==> config.mk <==
export PLATFORM = sky130hd
export DESIGN_NAME = compute_core_sequencer_flat
export DESIGN_NICKNAME = d
export VERILOG_FILES = /design/src/rtl/ccseq_pkg.sv /design/src/rtl/ccseq_if.sv /design/src/rtl/ccseq_fifo.sv /design/src/rtl/compute_core_sequencer.sv /design/src/flat_wrapper.sv
export SDC_FILE = /design/constraint.sdc
export NUM_CORES = 1
export LEC_CHECK = 0
export ABC_AREA = 1
export CORE_AREA = 2 2 232 234
export CTS_BUF_LIST = sky130_fd_sc_hd__clkbuf_8
export DETAILED_ROUTE_END_ITERATION = 10
export DIE_AREA = 0 0 234 236
export GPL_TIMING_DRIVEN = 0
export PLACE_DENSITY = 0.71
export SETUP_SLACK_MARGIN = 0.3
export SYNTH_ARGS = -nofsm -noshare
export SYNTH_HDL_FRONTEND = slang
export SYNTH_SLANG_ARGS = --single-unit
==> constraint.sdc <==
create_clock -name clk -period 3.1 [get_ports clk]
set_clock_uncertainty 0.15 [all_clocks]
set_input_delay 0.62 -clock clk [delete_from_list [all_inputs] [get_ports clk]]
set_output_delay 0.62 -clock clk [all_outputs]
set_load 0.01 [all_outputs]
==> src/rtl/ccseq_pkg.sv <==
// ccseq_pkg: constants shared by the ComputeCore instruction sequencer.
//   - ComputeCore INS codes
//   - bit offsets of the command fields {OP3,OP2,OP1,INS}
//   - sequencer FSM state encoding
package ccseq_pkg;

  // Command field layout
  localparam int INS_LSB = 0;
  localparam int INS_W   = 5;
  localparam int OP1_LSB = 5;
  localparam int OP2_LSB = 15;
  localparam int OP3_LSB = 25;
  localparam int OP_W    = 10;

  // ComputeCore instruction codes
  localparam logic [INS_W-1:0] INS_NOP     = 5'd0;
  localparam logic [INS_W-1:0] INS_TRNG    = 5'd18;
  localparam logic [INS_W-1:0] INS_AES_ENC = 5'd19;
  localparam logic [INS_W-1:0] INS_AES_DEC = 5'd20;
  localparam logic [INS_W-1:0] INS_PADD    = 5'd22;
  localparam logic [INS_W-1:0] INS_PSUB    = 5'd23;
  localparam logic [INS_W-1:0] INS_PMUL    = 5'd24;

  typedef enum logic [2:0] {
    S_IDLE    = 3'd0,
    S_ISSUE   = 3'd1,
    S_WAIT    = 3'd2,
    S_CLEAR   = 3'd3,
    S_GAP     = 3'd4,
    S_CLEAR_E = 3'd5,
    S_ERR     = 3'd6
  } state_e;

endpackage

==> src/rtl/ccseq_if.sv <==
// ccseq_if: command push channel from the host plus the ComputeCore command
// port, bundled for the sequencer.
//   cmd_in/cmd_valid/cmd_ready : host -> sequencer command push
//   core_cmd/core_we0          : sequencer -> ComputeCore command_in/command_we0
//   core_done                  : ComputeCore done_ins_computation
// Handshake: a command is transferred on every rising clk edge where
// cmd_valid and cmd_ready are both 1; cmd_ready does not depend on cmd_valid,
// and the host must hold cmd_in stable while cmd_valid is high.
// modport master: host / core environment side; modport slave: sequencer side.
interface ccseq_if #(
  parameter int CMD_W = 35
);
  logic [CMD_W-1:0] cmd_in;
  logic             cmd_valid;
  logic             cmd_ready;
  logic [CMD_W-1:0] core_cmd;
  logic             core_we0;
  logic             core_done;

  modport master (
    output cmd_in, cmd_valid, core_done,
    input  cmd_ready, core_cmd, core_we0
  );

  modport slave (
    input  cmd_in, cmd_valid, core_done,
    output cmd_ready, core_cmd, core_we0
  );
endinterface

==> src/rtl/ccseq_fifo.sv <==
// ccseq_fifo: show-ahead synchronous FIFO on distributed RAM.
//   push_i/din_i : write din_i (accepted when not full, or full with a pop)
//   pop_i        : drop the head entry (ignored when empty)
//   flush_i      : empty the FIFO; wins over push and pop in the same cycle
//   dout_o       : current head entry, valid while empty_o = 0
//   full_o/empty_o/count_o : occupancy
module ccseq_fifo #(
  parameter int W        = 35,
  parameter int DEPTH_LG = 4
) (
  input  logic              clk,
  input  logic              rst_n,
  input  logic              push_i,
  input  logic [W-1:0]      din_i,
  input  logic              pop_i,
  input  logic              flush_i,
  output logic [W-1:0]      dout_o,
  output logic              full_o,
  output logic              empty_o,
  output logic [DEPTH_LG:0] count_o
);
  localparam int DEPTH = 1 << DEPTH_LG;

  logic [W-1:0]          mem_q [DEPTH];
  logic [DEPTH_LG-1:0]   wr_ptr_q, wr_ptr_d;
  logic [DEPTH_LG-1:0]   rd_ptr_q, rd_ptr_d;
  logic [DEPTH_LG:0]     count_q, count_d;
  logic                  do_push, do_pop;

  assign full_o  = (count_q == (DEPTH_LG+1)'(DEPTH));
  assign empty_o = (count_q == '0);
  assign count_o = count_q;
  assign dout_o  = mem_q[rd_ptr_q];

  assign do_pop  = pop_i & ~empty_o;
  assign do_push = push_i & (~full_o | do_pop);

  always_comb begin
    wr_ptr_d = wr_ptr_q;
    rd_ptr_d = rd_ptr_q;
    count_d  = count_q;
    if (flush_i) begin
      wr_ptr_d = '0;
      rd_ptr_d = '0;
      count_d  = '0;
    end else begin
      if (do_push) wr_ptr_d = wr_ptr_q + DEPTH_LG'(1);
      if (do_pop)  rd_ptr_d = rd_ptr_q + DEPTH_LG'(1);
      case ({do_push, do_pop})
        2'b10:   count_d = count_q + (DEPTH_LG+1)'(1);
        2'b01:   count_d = count_q - (DEPTH_LG+1)'(1);
        default: count_d = count_q;
      endcase
    end
  end

  // Storage has no reset; pointers and count define what is valid.
  always_ff @(posedge clk) begin
    if (do_push) mem_q[wr_ptr_q] <= din_i;
  end

  always_ff @(posedge clk or negedge rst_n) begin
    if (!rst_n) begin
      wr_ptr_q <= '0;
      rd_ptr_q <= '0;
      count_q  <= '0;
    end else begin
      wr_ptr_q <= wr_ptr_d;
      rd_ptr_q <= rd_ptr_d;
      count_q  <= count_d;
    end
  end
endmodule

==> src/rtl/compute_core_sequencer.sv <==
// compute_core_sequencer: queues ComputeCore commands and issues them one at
// a time, writing a NOP after each completion so the units reset.
//   clk, rst_n       : clock, asynchronous active-low reset
//   bus_if (slave)   : cmd_in/cmd_valid/cmd_ready push channel,
//                      core_cmd/core_we0/core_done ComputeCore port
//   run              : level, allows pops from the FIFO
//   flush            : pulse, empties the FIFO (active instruction continues)
//   clr_err          : pulse, clears tmo_err and leaves ERR
//   busy             : FSM not in IDLE
//   tmo_err          : sticky watchdog error
//   fifo_cnt         : FIFO occupancy
//   retired          : completed-instruction count (wraps)
//   state_o          : current FSM state, for observation
module compute_core_sequencer
  import ccseq_pkg::*;
#(
  parameter int               CMD_W    = 35,
  parameter int               DEPTH_LG = 4,
  parameter int               TMO_W    = 20,
  parameter logic [TMO_W-1:0] TMO_MAX  = {TMO_W{1'b1}},
  parameter logic [INS_W-1:0] NOP_INS  = INS_NOP
) (
  input  logic              clk,
  input  logic              rst_n,
  ccseq_if.slave            bus_if,
  input  logic              run,
  input  logic              flush,
  input  logic              clr_err,
  output logic              busy,
  output logic              tmo_err,
  output logic [DEPTH_LG:0] fifo_cnt,
  output logic [15:0]       retired,
  output state_e            state_o
);
  localparam logic [CMD_W-1:0] NOP_CMD  = CMD_W'(NOP_INS);
  localparam logic [TMO_W-1:0] TMO_LAST = TMO_MAX - TMO_W'(1);

  state_e           state_q, state_d;
  logic [TMO_W-1:0] wdog_q, wdog_d;
  logic [15:0]      retired_q, retired_d;
  logic             tmo_err_q, tmo_err_d;
  logic [CMD_W-1:0] cmd_hold_q;
  logic [CMD_W-1:0] core_cmd;
  logic             core_we0;

  logic [CMD_W-1:0] head;
  logic             fifo_pop, fifo_full, fifo_empty;
  logic             head_is_nop;

  ccseq_fifo #(
    .W        (CMD_W),
    .DEPTH_LG (DEPTH_LG)
  ) u_fifo (
    .clk     (clk),
    .rst_n   (rst_n),
    .push_i  (bus_if.cmd_valid & bus_if.cmd_ready),
    .din_i   (bus_if.cmd_in),
    .pop_i   (fifo_pop),
    .flush_i (flush),
    .dout_o  (head),
    .full_o  (fifo_full),
    .empty_o (fifo_empty),
    .count_o (fifo_cnt)
  );

  assign head_is_nop = (head[INS_LSB +: INS_W] == NOP_INS);

  always_comb begin
    state_d   = state_q;
    wdog_d    = wdog_q;
    retired_d = retired_q;
    tmo_err_d = tmo_err_q;
    fifo_pop  = 1'b0;
    core_we0  = 1'b0;
    core_cmd  = cmd_hold_q;

    if (clr_err) tmo_err_d = 1'b0;

    case (state_q)
      // A stale done from the previous unit blocks the issue; a flush in the
      // same cycle would empty the FIFO under the ISSUE cycle.
      S_IDLE: begin
        if (run && !fifo_empty && !flush && !bus_if.core_done) state_d = S_ISSUE;
      end
      // A NOP head has no unit to answer it. The CLEAR write that follows is
      // the same NOP, so the head write is skipped to keep core_we0 a
      // single-cycle pulse.
      S_ISSUE: begin
        fifo_pop = 1'b1;
        wdog_d   = '0;
        if (head_is_nop) begin
          retired_d = retired_q + 16'd1;
          state_d   = S_CLEAR;
        end else begin
          core_cmd = head;
          core_we0 = 1'b1;
          state_d  = S_WAIT;
        end
      end
      // wdog_q == 0 marks the first WAIT cycle, where done still reflects the
      // command register before this write took effect.
      S_WAIT: begin
        wdog_d = wdog_q + TMO_W'(1);
        if (wdog_q != '0 && bus_if.core_done) begin
          retired_d = retired_q + 16'd1;
          state_d   = S_CLEAR;
        end else if (wdog_q == TMO_LAST) begin
          tmo_err_d = 1'b1;
          state_d   = S_CLEAR_E;
        end
      end
      S_CLEAR: begin
        core_cmd = NOP_CMD;
        core_we0 = 1'b1;
        state_d  = S_GAP;
      end
      S_GAP: begin
        if (!bus_if.core_done) state_d = S_IDLE;
      end
      S_CLEAR_E: begin
        core_cmd = NOP_CMD;
        core_we0 = 1'b1;
        state_d  = S_ERR;
      end
      S_ERR: begin
        if (clr_err) state_d = S_IDLE;
      end
      default: state_d = S_IDLE;
    endcase
  end

  always_ff @(posedge clk or negedge rst_n) begin
    if (!rst_n) begin
      state_q    <= S_IDLE;
      wdog_q     <= '0;
      retired_q  <= '0;
      tmo_err_q  <= 1'b0;
      cmd_hold_q <= NOP_CMD;
    end else begin
      state_q    <= state_d;
      wdog_q     <= wdog_d;
      retired_q  <= retired_d;
      tmo_err_q  <= tmo_err_d;
      cmd_hold_q <= core_cmd;
    end
  end

  assign bus_if.cmd_ready = ~fifo_full;
  assign bus_if.core_cmd  = core_cmd;
  assign bus_if.core_we0  = core_we0;
  assign busy             = (state_q != S_IDLE);
  assign tmo_err          = tmo_err_q;
  assign retired          = retired_q;
  assign state_o          = state_q;
endmodule

==> src/flat_wrapper.sv <==
// flat-port wrapper written by rule: the top's interface ports become plain ports
module compute_core_sequencer_flat import ccseq_pkg::*;
#(
  parameter int               CMD_W    = 35,
  parameter int               DEPTH_LG = 4,
  parameter int               TMO_W    = 20,
  parameter logic [TMO_W-1:0] TMO_MAX  = {TMO_W{1'b1}},
  parameter logic [INS_W-1:0] NOP_INS  = INS_NOP
)
  (clk, rst_n, run, flush, clr_err, busy, tmo_err, fifo_cnt, retired, state_o, bus_if_cmd_in, bus_if_cmd_valid, bus_if_core_done, bus_if_cmd_ready, bus_if_core_cmd, bus_if_core_we0);
  ccseq_if #(.CMD_W(CMD_W)) bus_if_i ();
  input  logic clk;
  input  logic rst_n;
  input  logic run;
  input  logic flush;
  input  logic clr_err;
  output logic busy;
  output logic tmo_err;
  output logic [DEPTH_LG:0] fifo_cnt;
  output logic [15:0] retired;
  output state_e state_o;
  input wire logic [$bits(bus_if_i.cmd_in)-1:0] bus_if_cmd_in;
  input wire logic [$bits(bus_if_i.cmd_valid)-1:0] bus_if_cmd_valid;
  input wire logic [$bits(bus_if_i.core_done)-1:0] bus_if_core_done;
  output wire logic [$bits(bus_if_i.cmd_ready)-1:0] bus_if_cmd_ready;
  output wire logic [$bits(bus_if_i.core_cmd)-1:0] bus_if_core_cmd;
  output wire logic [$bits(bus_if_i.core_we0)-1:0] bus_if_core_we0;
  assign bus_if_i.cmd_in = bus_if_cmd_in;
  assign bus_if_i.cmd_valid = bus_if_cmd_valid;
  assign bus_if_i.core_done = bus_if_core_done;
  assign bus_if_cmd_ready = bus_if_i.cmd_ready;
  assign bus_if_core_cmd = bus_if_i.core_cmd;
  assign bus_if_core_we0 = bus_if_i.core_we0;
  compute_core_sequencer #(.CMD_W(CMD_W), .DEPTH_LG(DEPTH_LG), .TMO_W(TMO_W), .TMO_MAX(TMO_MAX), .NOP_INS(NOP_INS)) u_core (.clk(clk), .rst_n(rst_n), .bus_if(bus_if_i), .run(run), .flush(flush), .clr_err(clr_err), .busy(busy), .tmo_err(tmo_err), .fifo_cnt(fifo_cnt), .retired(retired), .state_o(state_o));
endmodule
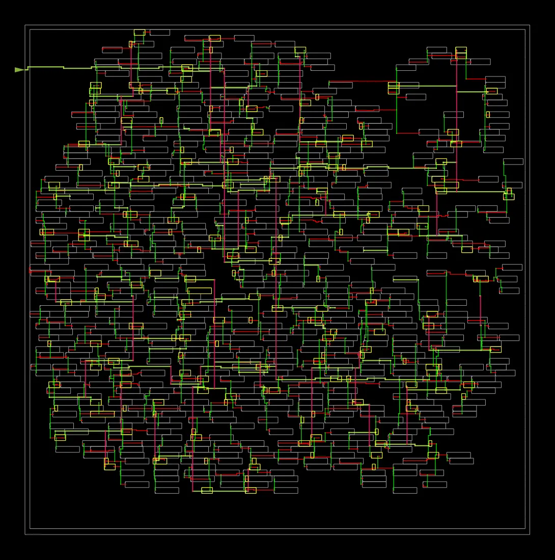
*The clock network, run 1*
flop count: 648
clkbuf count: 118
TritonCTS buffer count: 103

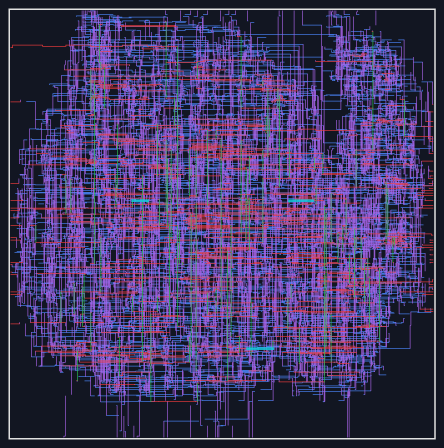
*Signal wires by layer, run 1*
Key: green = M4 [wire length 2720 um]; purple = M2 [wire length 38.6 mm]; cyan = M5 [wire length 35.0 um]; red = M3 [wire length 8300 um]; blue = M1 [wire length 29.5 mm]

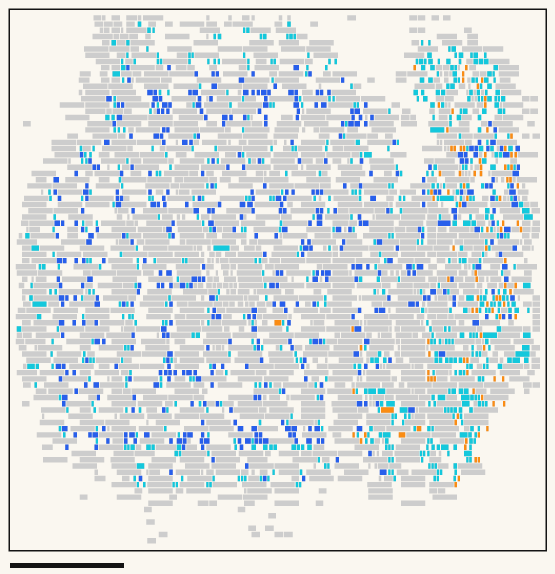
*Gate families picked out, run 1*
The bar under the picture is 50 um long.
Key: orange = inv cells [cells 100, most used inv_1]; blue = aoi and oai cells [cells 461, most used a21oi_1]; cyan = nand cells [cells 663, most used nand2_1, where all over the die]

==> impl_metrics.toml, run 1 <==
# yosys + openroad results
[logic_synthesis]
ys_cells = 2198
synth_area_leader_cell = "edfxtp_1"
flop_cell = "edfxtp_1"
yosys_warnings = 0
edf_count = 560
top_cells_by_area = "edfxtp_1 (63%), dfrtp_1 (8.3%), nand2_1 (7.4%), a21oi_1 (4.6%), a32o_1 (2.1%)"
most_common_cell = "edfxtp_1"
syn_area_um2 = 26700
synth_chip_area_um2 = 26700
ys.flops = 648
synth-seq-area-share = 0.713

[timing]
rsz0062_at_grt = "true"
hold_viol = 0
drv_slew = 0
worst_slack_ns = -0.821
hold_ws_ns = 0.249
setup_viol = 37

[floorplanning]
fp-utilization = 0.503
chipArea_um2 = 55200

[critical_path]
cpLargestDelayFamily = "buffers and inverters"
rr_startpoint = "u_core.u_fifo.rd_ptr_q[0]"
crit_end = "bus_if_core_cmd[11]"
cp-start-kind = "register"
cp-startpoint = "u_core.u_fifo.rd_ptr_q[0]"
rr_endpoint = "u_core.cmd_hold_q[15]"
cp.depth = 18
r2r_setup_slack_ns = -0.66
slowest_delay_ns = 0.38
worstPathArrival_ns = 3.15

[power_and_ir_drop]
swShare = 0.339
combPwrFrac = 0.327
leakagePower_nw = 12.6
clkPwrFrac = 0.279
power_switching_w = 0.00870

[hold_path]
holdPathEnd = "u_core.u_fifo.wr_ptr_q[1]"
hp-class = "input pin to register"
min_path_cells = 2

[routing]
dr_total_vias = 19900
first_pass_iters = 6
drc_errors = 0
final_antenna_net_count = 0
wl_per_cell_um = 24.0

[place]
place_hpwl_um = 49100
routabilityCongestion = 0.879

[clocking]
cts_resized = 335
cts_tree = "built"
cts_sinks = 648
path_clk_slew_ns = 0.07
htree_num_levels = 3
ctsRootBufferMaster = "clkbuf_8"
clock_path_buffers = 3
postCtsSetupBuffers = 32

[layout]
area_delta_synth_final_pct = 23.2
layout_top_cell = "edfxtp_1"
fin_nets = 2559

[run_status]
status = "finished, violations left"
violations = "negative setup slack"

[global_route]
grt_usage = 0.277
grt_max_degree = 50
grt_pass1_wl_um = 115000
grt.overflow.total = 0
[run 1: power by group through the flow]
stage	sequential, W	clock, W	combinational (W)
floorplan	0.0102	0	0.00387
global placement	0.0102	0	0.00643
detailed placement	0.0102	0	0.00668
CTS	0.0101	0.00718	0.00740
global route	0.0101	0.00760	0.00891
finish	0.0101	0.00716	0.00838
[run 1: registers in the layout, indices dropped and copies added, names as in the netlist, 3 cells and up]
name and flops:
u_core.u_fifo.mem_q 560, u_core.u_fifo.rd_ptr_q 4, u_core.retired 16, u_core.cmd_hold_q 35, u_core.state_o 3, u_core.u_fifo.wr_ptr_q 4
u_core.wdog_q 20, u_core.u_fifo.count_o 5
[run 1: cell families after synthesis]
logic type,share of synthesized area
AOI/OAI and AO/OA,0.120
xor gates and xnor gates,0.00591
adders and majority gates,0.00516
buffers and inverters,0.0389
DFF,0.713
and+or+nand+nor,0.117
[run 1: routing by layer]
layer / vias to the layer above / global-route usage / wire length (um)
met3: 228 / 0.0567 / 8300
met2: 1282 / 0.450 / 38600
met1: 9781 / 0.365 / 29500
li1: 8627 / - / -
met5: - / 0 / 34
met4: 6 / 0.113 / 2720
[run 1: cell type report]
class / count / area [um2]
sequential: 648 / 19000
tap: 696 / 871
fill: 3912 / 20200
timing repair buffer: 202 / 2350
multi-input combinational: 1315 / 7080
inverter: 100 / 400
buffer: 136 / 1080
clock inverter: 77 / 419
clock buffer: 118 / 1620
antenna: 1 / 2.50
[run 1: metrics by stage]
stage / utilization / std cells / total power [W] / TNS, ns
final: 0.619 / 3293 / 0.0256 / -27.64
after global routing: 0.619 / 3292 / 0.0266 / -33.05
after CTS: 0.600 / 3244 / 0.0247 / -23.68
after detailed placement: 0.548 / 3014 / 0.0169 / -44.85
after global placement: 0.539 / 2997 / 0.0167 / -1184.55
after floorplan: - / 2198 / 0.0141 / -19.34
==> inputs of run 2 (changes only) <==
==> constraint.sdc (replaced) <==
create_clock -name clk -period 3.45 [get_ports clk]
set_clock_uncertainty 0.15 [all_clocks]
set_input_delay 0.69 -clock clk [delete_from_list [all_inputs] [get_ports clk]]
set_output_delay 0.69 -clock clk [all_outputs]
set_load 0.01 [all_outputs]
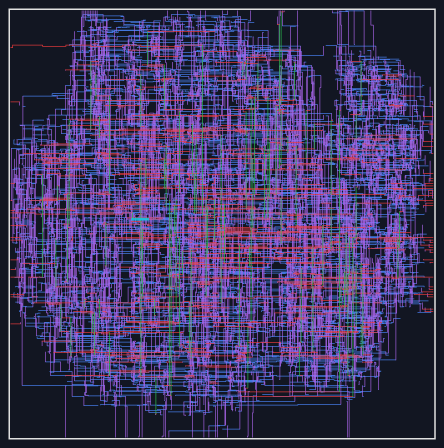
*Signal wires by layer, run 2*
Key: blue = M1 [wire length 29.2 mm]; purple = M2 [wire length 37.1 mm]; cyan = M5 [wire length 8.30 um]; green = M4 [wire length 3320 um]; red = M3 [wire length 7650 um]

==> run 2 against run 1 <==
  * The run still ends with negative setup slack left
  * Design area down 0.77%
  * Global-route usage down 0.20 points
  * Highest routed layer unchanged
  * Count of clock-buffer cells in the layout down 3
  * Flip-flop count unchanged
  * Via count down 1.6%
  * Critical path type unchanged
  * Synthesized cell count unchanged
  * Synthesized area unchanged
  * Wire length down 2.3%
  * Die size unchanged
  * Clock power down 12%
  * Sequential power down about 10%
==> impl_metrics.toml, run 2 <==
# yosys + openroad results
[floorplanning]
ioPinCount = 105
chipArea_um2 = 55200
die_height_um = 236
fp.coreArea_um2 = 53100
num_rows = 85
fp-utilization = 0.503
die_w_um = 234

[critical_path]
cp_max_fo = 10
crit_path_top_delay_cell = "dfrtp_1"
slowest_delay_ns = 0.40
worst-setup-path-type = "register to output port"
path_cells = "buf_12, clkinv_8, buf_8, o21ai_0, nand3_1, nand3_2, nand2_2, inv_2, nand3_4, nand2_8, buf_6, clkbuf_16, nand3_2, nand2_2, buf_6"
end_kind = "output port"
crit_buf_inv = 7
cp-start-kind = "register"
worstPathArrival_ns = 3.25
required_ns = 2.61
cpLargestDelayFamily = "buffers and inverters"

[logic_synthesis]
common_cells = "edfxtp_1 (560), nand2_1 (527), a21oi_1 (245)"
syn_avg_cell_area_um2 = 12.1
ys_cells = 2198
top_cell_area_share = 0.631
most_common_cell = "edfxtp_1"
flop_cell = "edfxtp_1"
syn_inst = 2198
synth_chip_area_um2 = 26700
edf_count = 560
yosysUniqueCellTypes = 41
synth_area_leader_cell = "edfxtp_1"
ys.flops = 648
top_cells_by_area = "edfxtp_1 (63%), dfrtp_1 (8.3%), nand2_1 (7.4%), a21oi_1 (4.6%), a32o_1 (2.1%)"
yosys_warnings = 0
syn_area_um2 = 26700
synth-seq-area-share = 0.713
fp_nets = 2251
async_flop_share = 0.136

[power_and_ir_drop]
power_switching_w = 0.00776
ir_drop_mv = 0.455
seq_power_share = 0.396
pg_clk_w = 0.00632
combPwrFrac = 0.328
power.internal_w = 0.0152
maxPowerGroup = "sequential cells"
leakagePower_nw = 12.5
power.density_nw_per_um2 = 703
p_comb_w = 0.00753
clkPwrFrac = 0.276
pg_seq_w = 0.00908
p_total_w = 0.0229
swShare = 0.338

[clocking]
ctsRootBufferMaster = "clkbuf_8"
path_clk_slew_ns = 0.07
cts_sinks = 648
cts-buffers-inserted = 103
insertion_delay_ns = 0.70
htree_num_levels = 3
clock_path_buffers = 3
cts_tree = "built"

[timing]
hold_viol = 0
rsz0062_at_grt = "true"
fmax_ghz = 0.245
period_minus_slack_ns = 4.09
setup_viol = 38
worst_slew_pin_slew_ns = 0.888
drv_slew = 0
hold_ws_ns = 0.338
slew_headroom = 0.407
setup_tns_ns = -20.75
worst_slack_ns = -0.636
finalCritPeriodShare = 1.18

[routing]
drc_errors = 0
viasPerCell = 5.99
first_pass_iters = 8
wl_per_cell_um = 23.6
final_antenna_net_count = 0
wl_um = 77300
dr_total_vias = 19600
drtIter0Drc = 2330

[place]
place_hpwl_um = 49000
dp.cells = 3014
place_area_um2 = 29100
io_buffers = 103
routabilityCongestion = 0.890
dp_slack_ns = -0.751

[hold_path]
hp-class = "input pin to register"

[layout]
layout_top_cell = "edfxtp_1"
diodes = 0
final_layout_size_suffix_gt1_frac = 0.186
lay_top_cells = "edfxtp_1 (560), nand2_1 (487), a21oi_1 (244)"
fin_cells = 3276
area_delta_synth_final_pct = 22.2
largest_reg_flops = 560
utilization = 0.614
fin_nets = 2544
fin_area_um2 = 32600
regMostFlops = "u_core.u_fifo.mem_q"
reg_top3 = "u_core.u_fifo.mem_q: 560 flops, u_core.cmd_hold_q: 35 flops, u_core.wdog_q: 20 flops"

[global_route]
grt_max_degree = 47
grt.overflow.total = 0
antenna_found_initial = 1
grt_usage = 0.275
grt_pass1_wl_um = 114000
grt_pass1_vias = 19400

[run_status]
violations = "negative setup slack"
status = "finished, violations left"

[flow_run]
cap_violations = 0
warning_count = 34
[run 2: cell counts after synthesis]
No cell type changed its count.
[run 2: what timing repair did]
action	4_1_cts	5_1_grt
gates cloned	2	4
setup endpoints to repair	36	38
hold buffers	1	0
resized	339	132
pin swaps	23	35
setup buffers	41	20
hold endpoints to repair	45	0
[run 2: logic make-up after synthesis]
logic type | after synthesis | share of synthesized area
AND/OR/NAND/NOR | 765 | 0.117
flip-flops | 648 | 0.713
AND-OR/OR-AND | 520 | 0.120
buffers and inverters | 236 | 0.0389
XOR/XNOR | 18 | 0.00591
adder cells (fa/ha/maj) | 11 | 0.00516
[run 2: layout make-up]
class                           count  area [um2]
Inverter                          100         400
Multi-Input combinational cell   1314        7150
Fill cell                        3961       20500
Timing Repair inverter              1        8.76
Clock inverter                     79         420
Timing Repair Buffer              187        2070
Clock buffer                      115        1580
Sequential cell                   648       19000
Tap cell                          696         871
Buffer                            136        1080
[run 2: worst paths after layout]
check | startpoint | endpoint | slack [ns] | cells after the start
min in group asynchronous | rst_n | u_core.cmd_hold_q[4] | 0.46 | 2
max reg2reg | u_core.u_fifo.rd_ptr_q[0] | u_core.cmd_hold_q[7] | -0.41 | 23
min | flush | u_core.u_fifo.wr_ptr_q[1] | 0.34 | 2
min reg2reg | u_core.cmd_hold_q[29] | u_core.cmd_hold_q[29] | 0.35 | 2
max | u_core.u_fifo.rd_ptr_q[0] | bus_if_core_cmd[7] | -0.64 | 15
max in group asynchronous | rst_n | u_core.retired[0] | 1.96 | 3
[run 2: metal layers]
metal,wire (um),GRT usage,part of all wire,vias to the layer above
met5,8,0,0.00010,-
met4,3320,0.122,0.043,2
met2,37100,0.441,0.48,1232
met1,29200,0.363,0.38,9569
met3,7650,0.0577,0.099,218
li1,-,-,-,8588
Power and IR drop assume default switching activity.
